## src/rtl/instr_feeder.sv

```systemverilog
`default_nettype none
// ============================================================================
//  Module      : instr_feeder
//  Description : Synthesizable instruction source for the RISC-V datapath.
//                A host loads up to DEPTH words into a small store over the
//                load port. On start the block issues them in order over a
//                valid/ready handshake, then raises done.
//
//  Ports
//    clk          system clock, rising-edge
//    reset        synchronous active-high reset
//    load_en      write load_data to entry load_addr (IDLE/DONE only)
//    load_addr    entry index for the write
//    load_data    instruction word to store
//    clear        invalidate every entry (IDLE/DONE only)
//    start        begin issuing from entry 0
//    instr_ready  datapath accepts the current word this cycle
//    instruction  current word, 0 when instr_valid is low
//    instr_valid  instruction is meaningful
//    fetch_pc     byte address of the current word (idx*4), 0 outside RUN
//    num_inst     program length latched at start
//    issued_cnt   handshakes completed in the current run
//    busy         high while issuing
//    done         high once the program has been fully issued
//    load_err     one-cycle pulse after load_en/clear is attempted in RUN
//
//  Revision    : 1.0 - initial release
// ============================================================================
module instr_feeder #(
    parameter int DEPTH  = 16,
    parameter int ADDR_W = 4,   // 2**ADDR_W must equal DEPTH
    parameter int XLEN   = 32
) (
    input  logic              clk,
    input  logic              reset,
    input  logic              load_en,
    input  logic [ADDR_W-1:0] load_addr,
    input  logic [XLEN-1:0]   load_data,
    input  logic              clear,
    input  logic              start,
    input  logic              instr_ready,
    output logic [XLEN-1:0]   instruction,
    output logic              instr_valid,
    output logic [31:0]       fetch_pc,
    output logic [ADDR_W:0]   num_inst,
    output logic [ADDR_W:0]   issued_cnt,
    output logic              busy,
    output logic              done,
    output logic              load_err
);

    // ------------------------------------------------------------------
    // State encoding
    // ------------------------------------------------------------------
    localparam logic [1:0] S_IDLE = 2'd0;
    localparam logic [1:0] S_RUN  = 2'd1;
    localparam logic [1:0] S_DONE = 2'd2;

    localparam logic [ADDR_W:0]   c_CNT_ONE = {{ADDR_W{1'b0}}, 1'b1};
    localparam logic [ADDR_W-1:0] c_IDX_ONE = {{(ADDR_W-1){1'b0}}, 1'b1};

    // ------------------------------------------------------------------
    // Registers
    // ------------------------------------------------------------------
    logic [1:0]        r_state;
    logic [XLEN-1:0]   r_mem [DEPTH];
    logic [DEPTH-1:0]  r_vld;
    logic [ADDR_W-1:0] r_idx;
    logic [ADDR_W:0]   r_num_inst;
    logic [ADDR_W:0]   r_issued;
    logic              r_load_err;

    // ------------------------------------------------------------------
    // Combinational decode
    // ------------------------------------------------------------------
    logic [1:0]        w_state_nxt;
    logic              w_in_run;
    logic              w_do_clear;
    logic              w_do_load;
    logic              w_do_start;
    logic              w_xfer;
    logic              w_last;
    logic [ADDR_W:0]   w_prog_len;
    logic              w_len_stop;

    assign w_in_run = (r_state == S_RUN);

    // Host requests only act outside RUN; priority clear > load_en > start.
    assign w_do_clear = !w_in_run && clear;
    assign w_do_load  = !w_in_run && !clear && load_en;
    assign w_do_start = !w_in_run && !clear && !load_en && start;

    assign w_xfer = w_in_run && instr_ready;
    assign w_last = ({1'b0, r_idx} == (r_num_inst - c_CNT_ONE));

    // Program length is the run of valid entries starting at index 0; the
    // first hole ends the program even if later entries are valid.
    always_comb begin
        w_prog_len = '0;
        w_len_stop = 1'b0;
        for (int i = 0; i < DEPTH; i++) begin
            if (!w_len_stop) begin
                if (r_vld[i]) begin
                    w_prog_len = w_prog_len + c_CNT_ONE;
                end else begin
                    w_len_stop = 1'b1;
                end
            end
        end
    end

    // Next-state logic
    always_comb begin
        w_state_nxt = r_state;
        case (r_state)
            S_IDLE, S_DONE: begin
                if (w_do_clear || w_do_load) begin
                    w_state_nxt = S_IDLE;
                end else if (w_do_start) begin
                    // An empty program completes immediately.
                    w_state_nxt = (w_prog_len == '0) ? S_DONE : S_RUN;
                end
            end
            S_RUN: begin
                if (w_xfer && w_last) begin
                    w_state_nxt = S_DONE;
                end
            end
            default: w_state_nxt = S_IDLE;
        endcase
    end

    // ------------------------------------------------------------------
    // State and control registers
    // ------------------------------------------------------------------
    always_ff @(posedge clk) begin
        if (reset) begin
            r_state    <= S_IDLE;
            r_vld      <= '0;
            r_idx      <= '0;
            r_num_inst <= '0;
            r_issued   <= '0;
            r_load_err <= 1'b0;
        end else begin
            r_state    <= w_state_nxt;
            r_load_err <= w_in_run && (load_en || clear);

            if (w_do_clear) begin
                r_vld <= '0;
            end else if (w_do_load) begin
                r_vld[load_addr] <= 1'b1;
            end

            if (w_do_start) begin
                r_num_inst <= w_prog_len;
                r_idx      <= '0;
                r_issued   <= '0;
            end else if (w_xfer) begin
                // On the final transfer idx of a full program wraps to 0,
                // but the FSM has left RUN so the value is never presented.
                r_idx    <= r_idx + c_IDX_ONE;
                r_issued <= r_issued + c_CNT_ONE;
            end
        end
    end

    // Instruction store: contents survive reset, only valid bits are cleared.
    always_ff @(posedge clk) begin
        if (!reset && w_do_load) begin
            r_mem[load_addr] <= load_data;
        end
    end

    // ------------------------------------------------------------------
    // Outputs
    // ------------------------------------------------------------------
    assign instr_valid = w_in_run;
    assign instruction = w_in_run ? r_mem[r_idx] : '0;
    assign fetch_pc    = w_in_run ? {{(30-ADDR_W){1'b0}}, r_idx, 2'b00} : 32'd0;
    assign num_inst    = r_num_inst;
    assign issued_cnt  = r_issued;
    assign busy        = w_in_run;
    assign done        = (r_state == S_DONE);
    assign load_err    = r_load_err;

endmodule
`default_nettype wire

```

## config.mk

```make
export PLATFORM = sky130hd
export DESIGN_NAME = instr_feeder
export DESIGN_NICKNAME = d
export VERILOG_FILES = /design/src/rtl/instr_feeder.sv
export SDC_FILE = /design/constraint.sdc
export NUM_CORES = 1
export LEC_CHECK = 0
export CORE_ASPECT_RATIO = 0.5
export CORE_MARGIN = 5
export CORE_UTILIZATION = 60
export CTS_CLUSTER_DIAMETER = 200
export DETAILED_ROUTE_END_ITERATION = 6
export PLACE_DENSITY = 0.89
export SYNTH_ARGS = -nofsm -noshare
export SYNTH_HDL_FRONTEND = slang
export SYNTH_SLANG_ARGS = --single-unit
```

## constraint.sdc

```tcl
create_clock -name clk -period 13.05 [get_ports clk]
set_input_delay 2.61 -clock clk [delete_from_list [all_inputs] [get_ports clk]]
set_output_delay 2.61 -clock clk [all_outputs]
set_load 0.01 [all_outputs]
```

==> flow_metrics.tcl, run 1 <==
# flow metrics
set metrics [dict create \
    status "finished, final reports clean" \
    area_leaders "edfxtp_1 68%, mux4_2 16%, dfxtp_1 3.3%, nor2_1 1.3%, and2_1 1.3%" \
    utilization_pct 68.6 \
    seq_share_pct 62.9 \
    finalCritPeriodShare_pct 61.8 \
    core_area_um2 37300 \
    total_power_mw 3.37 \
    grtUsageTotal_pct 27.5 \
    taps 494 \
    timing.final.ws_setup_ns 4.98 \
    fin_tns_setup_ns 0 \
    hold_viol_final 0 \
    grt_max_degree 77 \
    p_per_area_nw_per_um2 131 \
    synth_cells 1199 \
    drt_iter0_drc 1949 \
    synthFlopType "edfxtp_1" \
    setup_violations 0 \
    final-clk-cell-share_pct 5.77 \
    antenna_cells 1 \
    critPathKind "flop to flop" \
    top_layer_used "met4" \
    synth_flop_count 549 \
    netlist_area_um2 22700 \
    fin_nets 1362 \
    clk_pin_slew_ns 0.07 \
    n_fill_cell 2065 \
    ys_chip_area_um2 22700 \
    rsz0062_at_grt "no" \
    met1_usage_pct 36.9 \
    yosys.stat.seqShare_pct 71.1 \
    regArea_um2 16100 \
]
run 1: stage by stage:
step	area, um2	cells
global placement	24200	1750
floorplan	22800	1226
finish	25600	1838
CTS	25600	1837
global route	25600	1838
detailed placement	24200	1750
run 1: where the power goes:
group          switching (mW)  internal, mW  total, mW
Combinational          0.0434        0.0170     0.0604
Sequential            0.00296          1.93       1.93
Clock                   0.631         0.746       1.38
run 1: state kept, by name, indices dropped and copies added (netlist names), named ones only:
name and count:
load_err 1, issued_cnt 5, r_idx 4, r_vld 16, r_mem 512, r_state 2
num_inst 5
run 1: cells by family after synthesis:
group / share of synthesized area [%]
flops: 71.1
mux: 16.2
buf+inv: 2.19
xor+xnor: 1.46
compound gates: 2.72
fa+ha+maj: 0.878
simple gates: 5.38
other cells: 0.0166
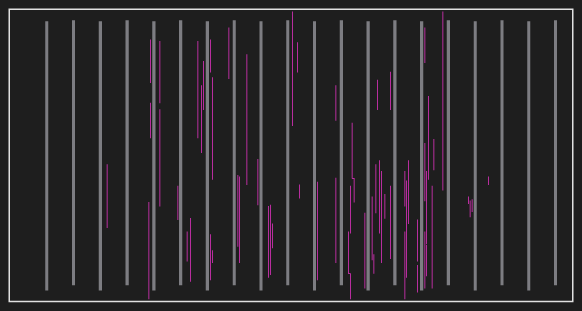
*The metal 4 layer, run 1*
Supply wires on this layer in gray.
longest straight run	90.4 um
share of all routed wire	3.2%
nets with wire on the layer	50
main direction	vertical
DRT Wirelength: 57,400 um
Via Count: 12,700

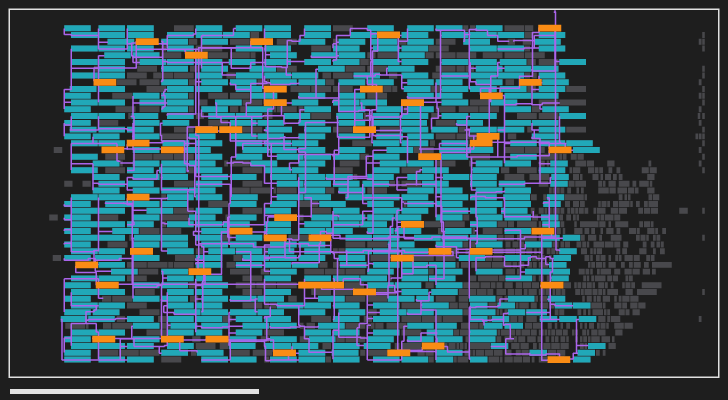
*Clock network drawn from the DEF, run 1*
Scale bar: 100 um.
[orange] cells driving clock nets | count: 47
[purple] clock wires | length: 5,870 um
[cyan] flip-flops | count: 549
routed clock nets	48
Final Skew: 0.0133 ns
clock share of power: 40.9%
Latency at later pin: 0.57 ns

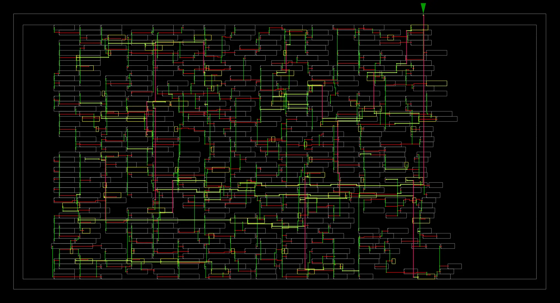
*The clock network, run 1*
Num CTS Buffers: 47
Clk. pwr: 1.38 mW
Num Clock Sinks: 549
CLK BUF: 55
sequential cell count: 549

### Drive-strength map, run 1

Scale bar: 100 um.
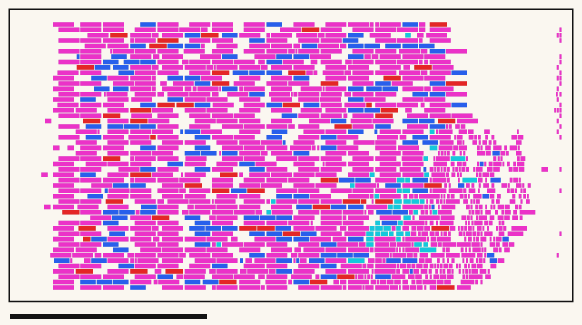

==> inputs of run 2 (changes only) <==
clock period = 7.5 ns   (was 13.05 ns; I/O delays follow)
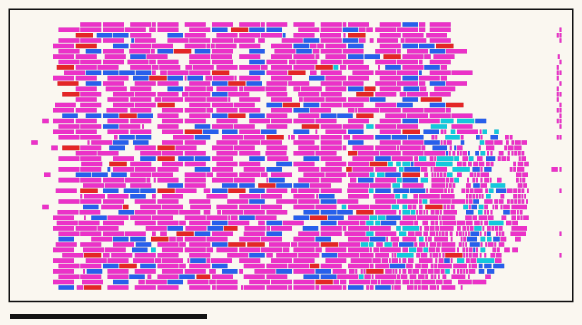
*Drive-strength map, run 2*
Scale bar: 100 um.
color	size	cells	share
blue	drive 2	197	15%
red	drive 6 and up	58	4.3%
cyan	drive 3 to 4	68	5.0%
magenta	drive 1 or less	1,033	76%
Non-Clock Buffer Count: 128
worst setup margin: 0.130 ns
Final Instance Area: 25,900 um2
area grow syn2layout: 14.5%

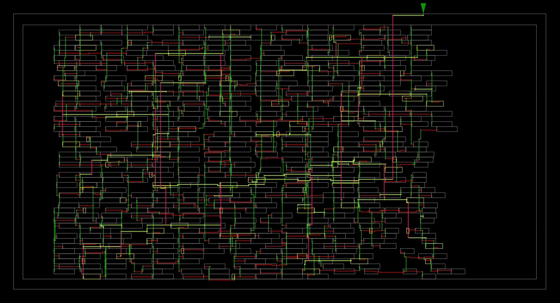
*The clock network, run 2*
CLK BUF: 61
Clk. pwr: 2.43 mW
Final Skew: 0.0165 ns

==> run 2 against run 1 <==
  * Utilization rose by 0.80 points
  * Non-clock buffer count increased by 15
  * First-iteration DRC count is 12% higher
  * Worst setup slack worse by 4.9 ns
  * Final area is 1.2% higher
  * Critical path depth is 3 higher
  * Power rose by 75%
  * Die area unchanged
  * Routed wire length is 5.2% higher
  * Fmax is 9.5% higher
  * Critical endpoint unchanged
  * Global-route usage rose by 1.0 points
  * Register-to-register slack worse by 4.9 ns
==> flow_metrics.tcl, run 2 <==
# flow metrics
set metrics [dict create \
    status "finished, final reports clean" \
    routed-via-count 12900 \
    grtUsageTotal_pct 28.5 \
    p_seq_share_pct 57.0 \
    top_power_group "registers" \
    synthFlopType "edfxtp_1" \
    setup_violations 0 \
    clkPwrFrac_pct 41.2 \
    clk_pin_slew_ns 0.07 \
    yosys.area_share.xor_xnor_pct 1.46 \
    grt_max_degree 66 \
    finalCritPeriodShare_pct 98.3 \
    yosys.area_share.aoi_pct 2.72 \
    switchingPower_mw 1.21 \
    cts_buffers 47 \
    regMostFlops "r_mem" \
    clk_latency_ns 0.57 \
    ys_chip_area_um2 22700 \
    p_int_mw 4.69 \
    largest_reg_flops 512 \
    synth_flop_count 549 \
    hold_viol_final 0 \
    area_leaders "edfxtp_1 68%, mux4_2 16%, dfxtp_1 3.3%, nor2_1 1.3%, and2_1 1.3%" \
    wl_um 60400 \
    drt_iter0_drc 2192 \
]
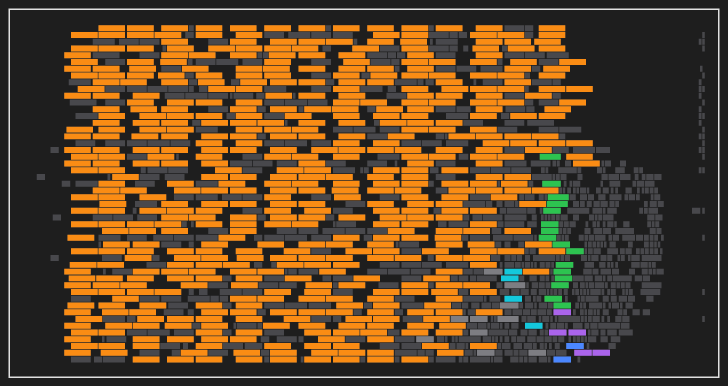
*Sequential cells colored by netlist name, run 2*
Other sequential cells in the stronger gray, the rest of the logic in the fainter gray.
color	netlist name	flops
green	r_vld	16
orange	r_mem	512
purple	num_inst	5
cyan	r_idx	4
blue	r_state	2
not colored	10
Final Util: 69.4%
flop share of the area: 62.2%
Flop+latch power: 3.36 mW

[run 2: cell counts after synthesis]
No cell type changed its count.
[run 2: cell type report]
| class | instances | area, um2 |
|---|---|---|
| fillers | 1996 | 11400 |
| clock buffers | 61 | 1270 |
| diodes | 5 | 12.5 |
| clock inverters | 24 | 205 |
| inverters | 18 | 67.6 |
| repair buffers | 128 | 1210 |
| flip-flops and latches | 549 | 16100 |
| multi-input cells | 576 | 6410 |
| well taps | 494 | 618 |
[run 2: per-stage QoR]
step	power [mW]	std cells
after floorplan	3.47	1226
after global placement	3.51	1750
after detailed placement	3.53	1750
after CTS	5.90	1836
after global routing	6.05	1855
final	5.89	1855
[run 2: what timing repair did]
item,CTS,global route
pin swaps,1,23
setup endpoints to repair,5,6
hold buffers,0,0
setup buffers,1,14
resized,12,33
### Clock network drawn from the DEF, run 2

Scale bar: 100 um.
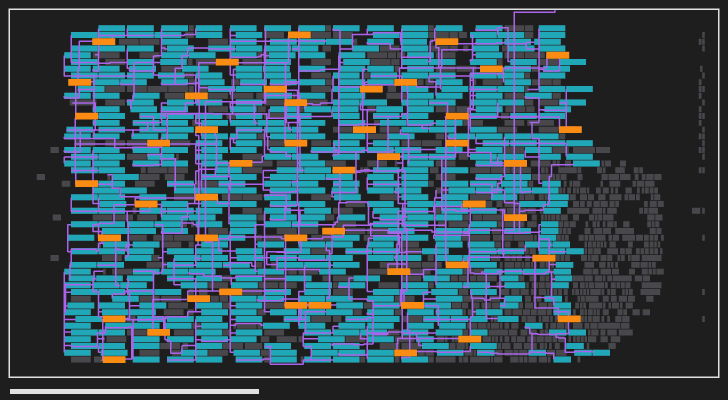

==> inputs of run 3 (changes only) <==
GPL_TIMING_DRIVEN = 0   (was default)
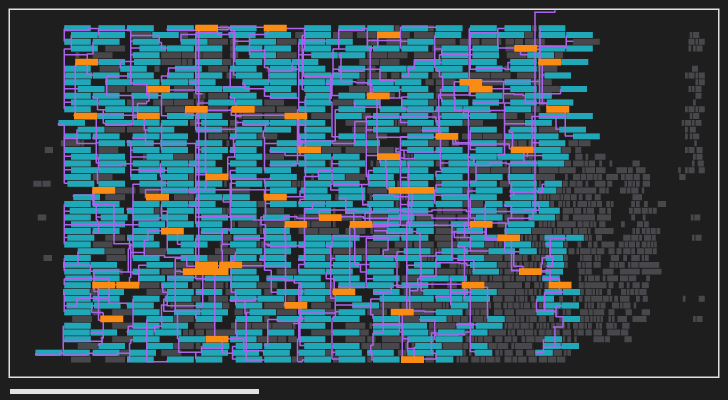
*Clock network drawn from the DEF, run 3*
Scale bar: 100 um.
[orange] cells driving clock nets | count: 47
[cyan] flip-flops | count: 549
[purple] clock wires | length: 6,030 um
routed clock nets	48
Clk. pwr: 2.39 mW
Final Skew: 0.0145 ns
Latency at later pin: 0.58 ns

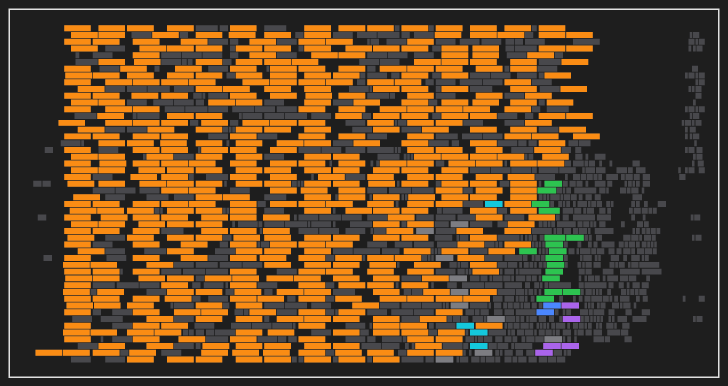
*Sequential cells colored by netlist name, run 3*
Other sequential cells in the stronger gray, the rest of the logic in the fainter gray.
color	netlist name	flops
green	r_vld	16
purple	num_inst	5
orange	r_mem	512
cyan	r_idx	4
blue	r_state	2
not colored	10
Final Util: 70.8%
flop share of the area: 61.0%
FF+latch area: 16,100 um2

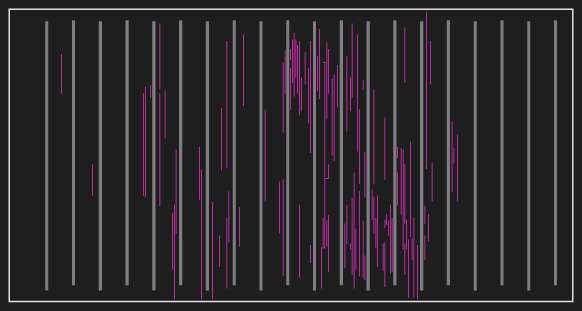
*The metal 4 layer, run 3*
Supply wires on this layer in gray.
DRT Wirelength: 63,900 um
Via Count: 13,500

==> run 3 against run 2 <==
  * The flow now finishes with violations (design-rule violations)
  * Count of clock-buffer cells in the layout fell by 1
  * Critical path depth rose by 1
  * Sequential share of layout area fell by 1.2 points
  * Routed wire length rose by 5.8%
  * Utilization rose by 1.3 points
  * Final area rose by 1.9%
  * First-iteration DRC count fell by 3.0%
==> flow_metrics.tcl, run 3 <==
# flow metrics
set metrics [dict create \
    status "finished, violations left" \
    violations "design-rule violations" \
    hold_viol_final 0 \
    buf_share_pct 6.72 \
    post-route-drc-count 2 \
    p_seq_share_pct 57.2 \
    drt_iter0_drc 2126 \
    p_int_mw 4.68 \
    fin_cells 1925 \
    clkPwrFrac_pct 40.7 \
    yosys.area_share.xor_xnor_pct 1.46 \
    area_delta_synth_final_pct 16.6 \
    comb_share_pct 24.2 \
    seq-power_mw 3.36 \
    cts_resized 10 \
    cts_hold_buf 0 \
    grt_max_degree 25 \
    setup_violations 0 \
    total_power_mw 5.87 \
    clk_pin_slew_ns 0.07 \
    largest_reg_flops 512 \
    synth_flop_count 549 \
    inverters 18 \
    ff_count 549 \
    area_leaders "edfxtp_1 68%, mux4_2 16%, dfxtp_1 3.3%, nor2_1 1.3%, and2_1 1.3%" \
    dominant_cells "sequential cells" \
    dp_cells 1825 \
    synthFlopType "edfxtp_1" \
    top_power_group "registers" \
    cts_setup_buffers 6 \
    switchingPower_mw 1.19 \
    taps 494 \
    regMostFlops "r_mem" \
    cts_buffers 47 \
    logic_gates 576 \
]
run 3: worst max path at each step:
stage	to	slack (ns)	start	cells past startpoint
4_1_cts	r_state[1]$_SDFFE_PP0P_	0.04	r_vld[2]$_SDFFE_PP0P_	43
5_1_grt	r_state[1]$_SDFFE_PP0P_	-0.29	r_vld[2]$_SDFFE_PP0P_	43
6_report	r_state[1]$_SDFFE_PP0P_	0.13	r_vld[2]$_SDFFE_PP0P_	43
3_5_place_dp	r_state[1]$_SDFFE_PP0P_	-0.46	r_vld[2]$_SDFFE_PP0P_	40
3_3_place_gp	r_state[1]$_SDFFE_PP0P_	-0.25	r_vld[3]$_SDFFE_PP0P_	41
2_1_floorplan	r_state[1]$_SDFFE_PP0P_	0.71	r_vld[3]$_SDFFE_PP0P_	38
Power and IR drop assume default switching activity.
